### Clock wiring as the flow saved it

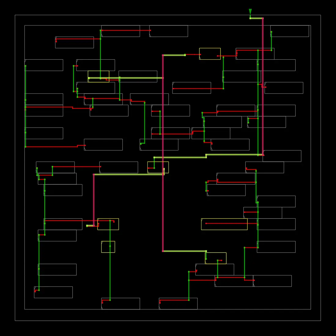
### Cells by drive strength

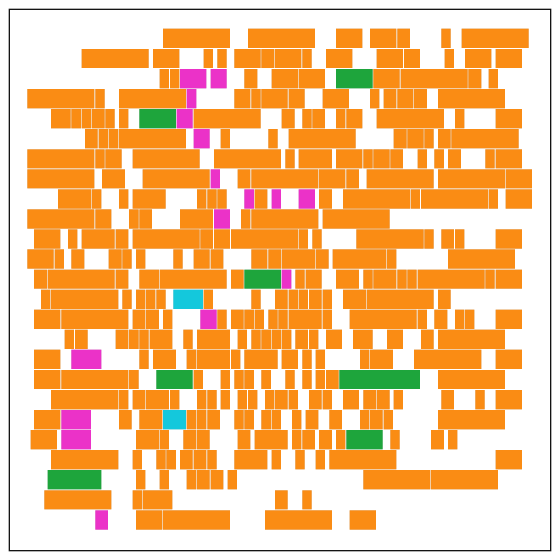
### Metal 2

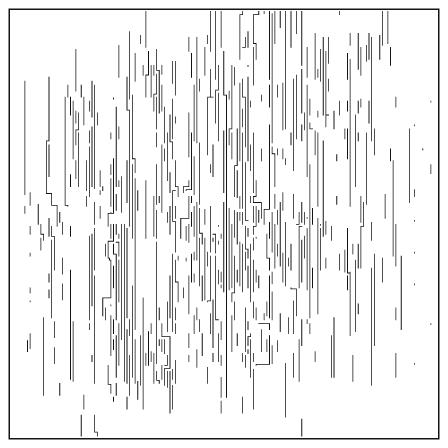
### Gate families picked out

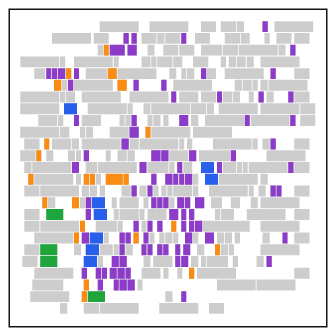
==> src/rtl/mult_pkg.sv <==
// Shared types and sizes for the sequential Booth multiplier.
package mult_pkg;

  typedef enum logic [1:0] {
    IDLE,
    CALC,
    DONE
  } mult_state_t;

  localparam int MULT_WIDTH = 8;
  localparam int PROD_WIDTH = 2 * MULT_WIDTH;

endpackage

==> src/rtl/booth_step.sv <==
// One radix-2 Booth iteration: conditional add/subtract of M into A,
// then arithmetic right shift of the {A,Q,Qm1} register chain.
module booth_step #(
  parameter int WIDTH = 8
) (
  input  logic [WIDTH:0]   a_i,
  input  logic [WIDTH-1:0] q_i,
  input  logic             qm1_i,
  input  logic [WIDTH:0]   m_i,
  output logic [WIDTH:0]   a_o,
  output logic [WIDTH-1:0] q_o,
  output logic             qm1_o
);

  logic [WIDTH:0] sum;

  always_comb begin
    sum = a_i;
    case ({q_i[0], qm1_i})
      2'b01:   sum = a_i + m_i;
      2'b10:   sum = a_i - m_i;
      default: sum = a_i;
    endcase
  end

  // Shift replicates the sign of the (WIDTH+1)-bit accumulator.
  assign a_o   = {sum[WIDTH], sum[WIDTH:1]};
  assign q_o   = {sum[0], q_i[WIDTH-1:1]};
  assign qm1_o = q_i[0];

endmodule

==> src/rtl/booth_seq_multiplier.sv <==
// Sequential signed Booth multiplier: accepts operands on a rising edge of
// valid_i, iterates once per clock and pulses done_o with the product.
module booth_seq_multiplier
  import mult_pkg::*;
#(
  parameter int WIDTH = MULT_WIDTH
) (
  input  logic                 clk,
  input  logic                 rst,
  input  logic                 valid_i,
  input  logic [WIDTH-1:0]     a_i,
  input  logic [WIDTH-1:0]     b_i,
  output logic [2*WIDTH-1:0]   product_o,
  output logic                 done_o,
  output logic                 busy_o
);

  localparam int CNT_W = $clog2(WIDTH + 1);

  mult_state_t        state_q, state_d;
  logic               valid_q;
  logic [WIDTH:0]     m_q, m_d;
  logic [WIDTH:0]     a_q, a_d;
  logic [WIDTH-1:0]   q_q, q_d;
  logic               qm1_q, qm1_d;
  logic [CNT_W-1:0]   cnt_q, cnt_d;
  logic [2*WIDTH-1:0] prod_q, prod_d;
  logic               done_q, done_d;
  logic               busy_q, busy_d;

  logic [WIDTH:0]     step_a;
  logic [WIDTH-1:0]   step_q;
  logic               step_qm1;
  logic               accept;

  booth_step #(
    .WIDTH (WIDTH)
  ) u_step (
    .a_i   (a_q),
    .q_i   (q_q),
    .qm1_i (qm1_q),
    .m_i   (m_q),
    .a_o   (step_a),
    .q_o   (step_q),
    .qm1_o (step_qm1)
  );

  // Only a fresh edge counts, so a level held past completion never retriggers.
  assign accept = (state_q == IDLE) && valid_i && !valid_q;

  always_comb begin
    state_d = state_q;
    m_d     = m_q;
    a_d     = a_q;
    q_d     = q_q;
    qm1_d   = qm1_q;
    cnt_d   = cnt_q;
    prod_d  = prod_q;
    done_d  = 1'b0;
    busy_d  = busy_q;
    case (state_q)
      IDLE: begin
        if (accept) begin
          m_d     = {a_i[WIDTH-1], a_i};
          a_d     = '0;
          q_d     = b_i;
          qm1_d   = 1'b0;
          cnt_d   = CNT_W'(WIDTH);
          busy_d  = 1'b1;
          state_d = CALC;
        end
      end
      CALC: begin
        a_d   = step_a;
        q_d   = step_q;
        qm1_d = step_qm1;
        cnt_d = cnt_q - CNT_W'(1);
        if (cnt_q == CNT_W'(1)) begin
          state_d = DONE;
        end
      end
      DONE: begin
        prod_d  = {a_q[WIDTH-1:0], q_q};
        done_d  = 1'b1;
        busy_d  = 1'b0;
        state_d = IDLE;
      end
      default: begin
        state_d = IDLE;
      end
    endcase
  end

  always_ff @(posedge clk or negedge rst) begin
    if (!rst) begin
      state_q <= IDLE;
      valid_q <= 1'b0;
      m_q     <= '0;
      a_q     <= '0;
      q_q     <= '0;
      qm1_q   <= 1'b0;
      cnt_q   <= '0;
      prod_q  <= '0;
      done_q  <= 1'b0;
      busy_q  <= 1'b0;
    end else begin
      state_q <= state_d;
      valid_q <= valid_i;
      m_q     <= m_d;
      a_q     <= a_d;
      q_q     <= q_d;
      qm1_q   <= qm1_d;
      cnt_q   <= cnt_d;
      prod_q  <= prod_d;
      done_q  <= done_d;
      busy_q  <= busy_d;
    end
  end

  assign product_o = prod_q;
  assign done_o    = done_q;
  assign busy_o    = busy_q;

endmodule

==> config.mk <==
export PLATFORM = sky130hd
export DESIGN_NAME = booth_seq_multiplier
export DESIGN_NICKNAME = d
export VERILOG_FILES = /design/src/rtl/mult_pkg.sv /design/src/rtl/booth_step.sv /design/src/rtl/booth_seq_multiplier.sv
export SDC_FILE = /design/constraint.sdc
export NUM_CORES = 1
export LEC_CHECK = 0
export ABC_AREA = 1
export CAP_MARGIN = 30
export CORE_MARGIN = 2
export CORE_UTILIZATION = 55
export CTS_BUF_LIST = sky130_fd_sc_hd__clkbuf_8
export DETAILED_ROUTE_END_ITERATION = 10
export GPL_ROUTABILITY_DRIVEN = 0
export GPL_TIMING_DRIVEN = 0
export PLACE_DENSITY = 0.8
export REMOVE_ABC_BUFFERS = 1
export SYNTH_ARGS = -nofsm -noshare
export SYNTH_HDL_FRONTEND = slang
export SYNTH_SLANG_ARGS = --single-unit
export TNS_END_PERCENT = 50
==> constraint.sdc <==
create_clock -name clk -period 3.1 [get_ports clk]
set_input_delay 0.62 -clock clk [delete_from_list [all_inputs] [get_ports clk]]
set_output_delay 0.62 -clock clk [all_outputs]
set_load 0.1 [all_outputs]
==> qor.csv <==
metric;value;unit
core_area;4661;µm²
drv_slew;0;
hold_viol;0;
fillers;379;
grt_max_degree;32;
place_inst;402;
crit_buf_inv;4;
wire_per_inst;13.16;µm
drc;0;
synth.most_common_cell;nand2_1;
cp_slowest_cell;dfrtp_1;
min_period_over_period;0.8428;
maxCapViolCount;0;
synth-xor-area-share;0.02659;
die_h;73.22;µm
synth_top_cell_by_area;dfrtp_1;
crit_required;3.34;ns
syn2layout_area_growth;19.37;%
outcome;finished clean;
cts_hold_buf;0;
vias;2167;
endpoint_kind;flop;
crit_arrival;2.85;ns
-- 'Clock wiring as the flow saved it' (at the start) --
clk_skew: 0.01047 ns
CLK BUF: 5
clk latency late pin: 0.32 ns
total clock sinks: 50

-- 'Cells by drive strength' (at the start) --
[green] _6 and larger | cells: 7
[cyan] _3 and _4 cells | cells: 2
[orange] _0 and _1 cells | cells: 330
[magenta] _2 cells | cells: 16

-- 'Metal 2' (at the start) --
wire length on this layer: 2620 µm
share of all routed wire: 49%
nets with wire on the layer: 314

-- 'Gate families picked out' (at the start) --
[orange] nor cells | cells: 23
[blue] xor and xnor cells | cells: 8
[purple] nand cells | cells: 94
[green] mux cells | cells: 4 | where: bottom left

routing by layer:
| metal | vias up | wire length, µm | GRT usage |
|---|---|---|---|
| li1 | 1098 | - | - |
| met1 | 1010 | 2430 | 0.2942 |
| met2 | 46 | 2620 | 0.3744 |
| met3 | 13 | 206 | 0.03315 |
| met4 | 0 | 123 | 0.1132 |
| met5 | - | 0 | 0 |
layout make-up:
type                       count  area, µm²  share of cell area
clock buffer                   5      68.82             0.02188
clock inverter                 2      38.79             0.01233
inverter                      58      217.7             0.06921
multi-input combinational    203       1126              0.3580
sequential                    50       1251              0.3978
tap                           54      67.56             0.02148
timing repair buffer          37      375.4              0.1193
flip-flops by register name, summed over array words and instances (netlist names):
register   flops
a_q            8
qm1_q          1
q_q            8
m_q            8
product_o     16
cnt_q          4
valid_q        1
busy_o         1
done_o         1
state_q        2
worst paths after layout:
kind,from,endpoint,cells after the start
setup / recovery,m_q[0],a_q[6],16
max in group asynchronous,rst,a_q[4],2
hold reg to reg,product_o[7],product_o[7],2
hold / removal,rst,m_q[7],1
setup reg to reg,m_q[0],a_q[6],16
min in group clk,product_o[7],product_o[7],2
through the flow:
step	utilization	setup WS (ns)	hold slack, ns	instance area (µm²)
floorplan	-	0.8944	0.3244	2595
global placement	0.6486	0.02043	0.4547	3023
detailed placement	0.6518	0.4840	0.4663	3038
CTS	0.6749	0.4891	0.3162	3146
global route	0.6749	0.1958	0.3370	3146
finish	0.6749	0.4873	0.2911	3146
